==> images/flops_by_reg.png <==
Scale bar: 20 µm. Other sequential cells in the stronger gray, the rest of the logic in the fainter gray.
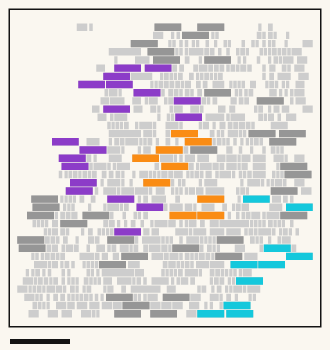
==> images/congestion.png <==
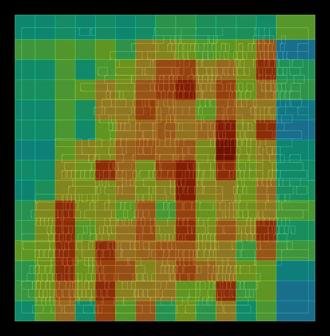
==> images/placement_by_type.png <==
Scale bar: 20 µm.
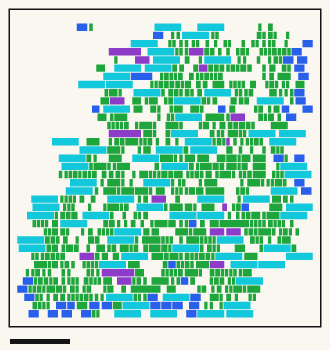
==> images/logic_types.png <==
Scale bar: 20 µm.
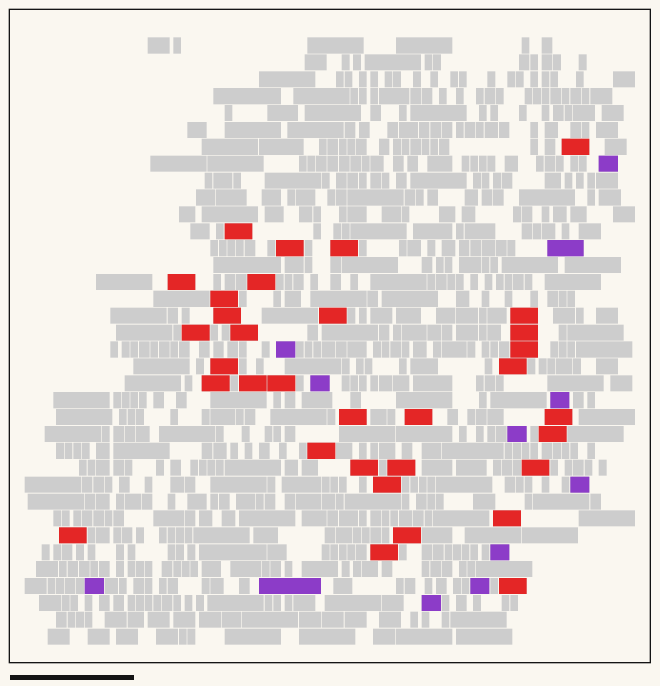
==> images/sizes.png <==
Scale bar: 20 µm.
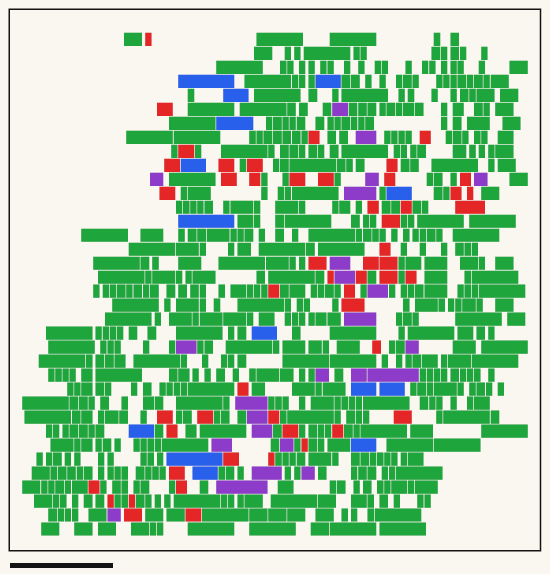
File: config.mk
export PLATFORM = sky130hd
export DESIGN_NAME = hbridge_multi_driver
export DESIGN_NICKNAME = d
export VERILOG_FILES = /design/src/rtl/hbridge_multi_driver.sv
export SDC_FILE = /design/constraint.sdc
export NUM_CORES = 1
export LEC_CHECK = 0
export ABC_AREA = 1
export CAP_MARGIN = 5
export CORE_AREA = 2 2 101 103
export DETAILED_ROUTE_END_ITERATION = 12
export DIE_AREA = 0 0 103 105
export PLACE_DENSITY = 0.82
export SKIP_LAST_GASP = 1
export SYNTH_ARGS = -nofsm -noshare
export SYNTH_HDL_FRONTEND = slang
export SYNTH_SLANG_ARGS = --single-unit
File: constraint.sdc
create_clock -name clk_in -period 3.49 [get_ports clk_in]
set_clock_uncertainty 0.2 [all_clocks]
set_input_delay 0.8725 -clock clk_in [delete_from_list [all_inputs] [get_ports clk_in]]
set_output_delay 0.8725 -clock clk_in [all_outputs]
set_load 0.005 [all_outputs]
File: src/rtl/hbridge_multi_driver.sv
// Multi-channel signed-PWM H-bridge driver.
// All channels share one PWM timebase. Each channel has its own enable, takes a
// new duty value only at a period boundary, and inserts a coast (dead) interval
// whenever the drive direction reverses.
//
// state  | meaning
// -------+-----------------------------------------------------------------
// IDLE   | channel disabled or not yet started; bridge coasts (all pins 0)
// DRIVE  | bridge driven in direction dir, PWM high while cnt < mag
// DEAD   | direction reversal in progress; bridge coasts for DEAD_TICKS ticks
module hbridge_multi_driver #(
  parameter int CHANNELS   = 2,
  parameter int WIDTH      = 10,
  parameter int DEAD_TICKS = 16
) (
  input  logic                      clk_in,
  input  logic                      reset,
  input  logic                      ce_in,
  input  logic [CHANNELS*WIDTH-1:0] duty_in,
  input  logic [CHANNELS-1:0]       enable_in,
  output logic [CHANNELS-1:0]       pwm_out,
  output logic [CHANNELS-1:0]       ina_out,
  output logic [CHANNELS-1:0]       inb_out,
  output logic [CHANNELS-1:0]       reversing_out,
  output logic                      period_start_out
);

  localparam int CW  = WIDTH - 1;
  localparam int DCW = (DEAD_TICKS > 0) ? $clog2(DEAD_TICKS + 1) : 1;

  // Last count value of a period; the period is therefore 2^CW - 1 ticks long,
  // which lets the all-ones magnitude hold the PWM high for the whole period.
  localparam logic [CW-1:0]  LAST      = {{(CW-1){1'b1}}, 1'b0};
  localparam logic [CW-1:0]  MAG_MAX   = {CW{1'b1}};
  localparam logic [DCW-1:0] DEAD_LOAD = DCW'(DEAD_TICKS);

  typedef enum logic [1:0] {
    ST_IDLE  = 2'd0,
    ST_DRIVE = 2'd1,
    ST_DEAD  = 2'd2
  } state_t;

  logic [CW-1:0] cnt;
  logic          bnd;

  // Period boundary: the tick that wraps the timebase back to zero.
  assign bnd = ce_in && (cnt == LAST);

  // Shared PWM timebase.
  always_ff @(posedge clk_in or posedge reset) begin
    if (reset) begin
      cnt <= '0;
    end else if (ce_in) begin
      cnt <= bnd ? '0 : cnt + CW'(1);
    end
  end

  // Period-start strobe, one clk after the boundary tick.
  always_ff @(posedge clk_in or posedge reset) begin
    if (reset) begin
      period_start_out <= 1'b0;
    end else begin
      period_start_out <= bnd;
    end
  end

  for (genvar k = 0; k < CHANNELS; k++) begin : g_ch
    logic [WIDTH-1:0] duty;
    logic             sgn;
    logic [CW-1:0]    duty_low;
    logic [CW-1:0]    new_mag;
    logic             expire;

    state_t           state_q, state_d;
    logic [CW-1:0]    mag_q, mag_d;
    logic [CW-1:0]    pend_mag_q, pend_mag_d;
    logic             dir_q, dir_d;
    logic             pend_dir_q, pend_dir_d;
    logic [DCW-1:0]   dcnt_q, dcnt_d;

    logic             drive;
    logic             pwm_d, ina_d, inb_d, rev_d;
    logic             pwm_q, ina_q, inb_q, rev_q;

    assign duty     = duty_in[k*WIDTH +: WIDTH];
    assign sgn      = duty[WIDTH-1];
    assign duty_low = duty[CW-1:0];

    // |duty|; the most negative code has no positive twin and saturates to full scale.
    assign new_mag = !sgn              ? duty_low :
                     (duty_low == '0)  ? MAG_MAX  :
                                         (~duty_low + CW'(1));

    // Dead interval ends on the tick that would take the counter to zero.
    assign expire = ce_in && (dcnt_q == DCW'(1));

    // Channel state register.
    always_ff @(posedge clk_in or posedge reset) begin
      if (reset) begin
        state_q    <= ST_IDLE;
        mag_q      <= '0;
        dir_q      <= 1'b0;
        pend_mag_q <= '0;
        pend_dir_q <= 1'b0;
        dcnt_q     <= '0;
      end else begin
        state_q    <= state_d;
        mag_q      <= mag_d;
        dir_q      <= dir_d;
        pend_mag_q <= pend_mag_d;
        pend_dir_q <= pend_dir_d;
        dcnt_q     <= dcnt_d;
      end
    end

    // Next-state logic; disabling a channel overrides everything without waiting for a boundary.
    always_comb begin
      state_d    = state_q;
      mag_d      = mag_q;
      dir_d      = dir_q;
      pend_mag_d = pend_mag_q;
      pend_dir_d = pend_dir_q;
      dcnt_d     = dcnt_q;

      if (!enable_in[k]) begin
        state_d = ST_IDLE;
        mag_d   = '0;
        dcnt_d  = '0;
      end else begin
        case (state_q)
          ST_IDLE: begin
            if (bnd) begin
              state_d = ST_DRIVE;
              mag_d   = new_mag;
              dir_d   = sgn;
            end
          end

          ST_DRIVE: begin
            if (bnd) begin
              if ((sgn == dir_q) || (new_mag == '0)) begin
                // Same direction, or zero drive: direction is kept.
                mag_d = new_mag;
              end else if (DEAD_TICKS == 0) begin
                mag_d = new_mag;
                dir_d = sgn;
              end else begin
                state_d    = ST_DEAD;
                pend_mag_d = new_mag;
                pend_dir_d = sgn;
                dcnt_d     = DEAD_LOAD;
              end
            end
          end

          ST_DEAD: begin
            if (ce_in) begin
              dcnt_d = dcnt_q - DCW'(1);
            end
            if (bnd && (sgn == dir_q)) begin
              // Reversal withdrawn before it completed: resume in the original direction.
              state_d    = ST_DRIVE;
              mag_d      = new_mag;
              pend_mag_d = new_mag;
              pend_dir_d = sgn;
              dcnt_d     = '0;
            end else if (bnd && expire) begin
              // Fresh boundary sample takes precedence over the older pending value.
              state_d    = ST_DRIVE;
              mag_d      = new_mag;
              dir_d      = sgn;
              pend_mag_d = new_mag;
              pend_dir_d = sgn;
            end else if (bnd) begin
              pend_mag_d = new_mag;
              pend_dir_d = sgn;
            end else if (expire) begin
              state_d = ST_DRIVE;
              mag_d   = pend_mag_q;
              dir_d   = pend_dir_q;
            end
          end

          default: begin
            state_d = ST_IDLE;
            mag_d   = '0;
            dcnt_d  = '0;
          end
        endcase
      end
    end

    // Pin values; gating with enable makes a disabled channel coast on the very next clk.
    always_comb begin
      drive = (state_q == ST_DRIVE) && enable_in[k];
      pwm_d = drive && (cnt < mag_q);
      ina_d = drive && dir_q;
      inb_d = drive && !dir_q;
      rev_d = (state_q == ST_DEAD) && enable_in[k];
    end

    // Registered pins.
    always_ff @(posedge clk_in or posedge reset) begin
      if (reset) begin
        pwm_q <= 1'b0;
        ina_q <= 1'b0;
        inb_q <= 1'b0;
        rev_q <= 1'b0;
      end else begin
        pwm_q <= pwm_d;
        ina_q <= ina_d;
        inb_q <= inb_d;
        rev_q <= rev_d;
      end
    end

    assign pwm_out[k]       = pwm_q;
    assign ina_out[k]       = ina_q;
    assign inb_out[k]       = inb_q;
    assign reversing_out[k] = rev_q;
  end

endmodule

==> ci_impl_report.md <==
## Implementation flow summary

| Metric | Value |
|---|---|
| Status | completed |
| TritonCTS clock tree | yes |
| CP max FO | 18 |
| Met3 usage in global routing | 4.548% |
| Uppermost routed layer | met4 |
| F_max | around 340 MHz |
| Post-synth ARST share | 100.0% |
| Pwr Total | between 3 and 4 mW |
| Fp_density | between 50% and 60% |
| Synth top cell by count | nand2_1 |
| Worst endpoint data arrival time | 2940 ps |
| Max-Cap Viols | 0 |
| Mapped Cells | roughly 710 |
| Hold Path Class | reg2reg |
| Power density over the cells | approximately 650 mW/mm² |
| Met3 routed WL | 613 µm |
| Die area | 0.01082 mm² |
| Final Hold Viols | 0 |
| Total Wirelength | around 12 mm |
| Critical path's top delay family | simple AND/OR/NAND/NOR gates |
| Synth Register Bits | just over 70 |
| Share of cells above drive strength 1 | roughly 12% |
| Log Warnings | 36 |
| Most frequent cells after synthesis | nand2_1 (212), inv_1 (76), dfrtp_1 (72) |
| Fin crit share | between 80 and 90% |
| PortBufs | 33 |
| Largest net degree at the start of global routing | 34 |
| Max-slew violation count | 0 |
| Distinct cells, synth | roughly 45 |
| Clk latency late pin | around 360 ps |
| Max_slew headroom | between 50% and 60% |
| Met2 routed WL | 5.729 mm |
| Hold_ws | between 200 and 300 ps |
| Crit path time final | roughly 2900 ps |
| Critical path's largest stage delay | between 400 and 500 ps |
| WS Path Type | in2reg |
| Final setup TNS | 0 ps |
| Startpoint types | input pin |
About flops_by_reg.png:
Key: g_ch.dcnt_q = cyan [flops 10, where lower right]; cnt = orange [flops 9, where center]; g_ch.mag_q = purple [flops 18]
Another 35 sequential cells are not colored.
Storage cell area: 0.001802 mm²
Final Util: 60.97%
P_seq: 1.27 mW

About congestion.png:
met2 Use GR: 38.45%
met1 GRT Util: 30.35%
Top Usage Layer GRT: met2
WL/cell: 13.53 µm

About placement_by_type.png:
Key: clock drivers and dummy loads = purple [cells 16]; combinational and other logic = green [cells 615]; other buffers and delay cells = blue [cells 42]; flops = cyan [cells 72]
Rows: 36
flop share of the area: 30.66%
design area: 0.005877 mm²
Core Box Area: 0.009639 mm²

About logic_types.png:
Key: adder and majority cells = red [cells 33, most used ha_1]; XOR/XNOR gates = purple [cells 12, most used xnor2_1]
multi-input combinational area share: 49.90%
Commonest Layout Cell: nand2_1
Final Instance Count excl. Fillers: 878

About sizes.png:
Key: _3 and _4 cells = purple [cells 24, share 3.2%]; _2 cells = red [cells 52, share 7.0%]; _0 and _1 cells = green [cells 655, share 88%]; _6 and larger = blue [cells 14, share 1.9%]
Area growth, synth to finish: 13.15%
PnR worst setup slack: 590.3 ps

[cells by family after synthesis]
logic type               Yosys count  share of synthesized area (%)
AND/OR/NAND/NOR                  392                          34.52
buffers and inverters            104                          8.841
AND-OR/OR-AND                     94                          11.47
flip-flops                        72                          34.69
adder cells (fa/ha/maj)           33                          7.950
XOR/XNOR                          12                          2.530
[power breakdown]
part | internal [mW] | switching [mW]
combinational | 0.659 | 1.07
sequential | 1.05 | 0.220
clock | 0.495 | 0.324
total | 2.20 | 1.61
[flip-flops by register name, indices dropped and copies added (netlist names), 4 cells and up]
name             cells
g_ch.mag_q          18
g_ch.dcnt_q         10
g_ch.pend_mag_q     18
cnt                  9
g_ch.state_q         4
[area by class of cell]
cell class	instances	area, µm²	share of cell area (%)
repair buffers	42	410.4	6.983
inverters	84	320.3	5.450
clock buffers	11	141.4	2.406
clock inverters	5	103.9	1.767
multi-input cells	531	2933	49.90
flip-flops and latches	72	1802	30.66
well taps	133	166.4	2.832
[through the flow]
stage | worst slack, ps | instance area, µm² | utilization (%) | std cells
3_3_place_gp | 320.6 | 5632 | 58.42 | 862
6_report | 590.3 | 5877 | 60.97 | 878
5_1_grt | 378.3 | 5877 | 60.97 | 878
3_5_place_dp | 264.1 | 5632 | 58.42 | 862
2_1_floorplan | 592.6 | 5194 | - | 707
4_1_cts | 617.9 | 5877 | 60.97 | 878
[worst min-delay path, stage by stage, from the launching register on]
cell and delay [ps]:
dfrtp_1 340, nand2_1 50, nand2_1 50
[layout by cell type (no fill, tap or decap), types with 13 or more instances in the layout]
cell type / count
a21oi_1: 40
clkdlybuf4s50_1: 33
dfrtp_1: 72
ha_1: 33
inv_1: 75
nand2_1: 212
nand2_2: 16
nand3_1: 68
nor2_1: 58
o21ai_1: 16
o21ai_2: 13
No activity file was given, so power comes from the tool's default toggle rates.
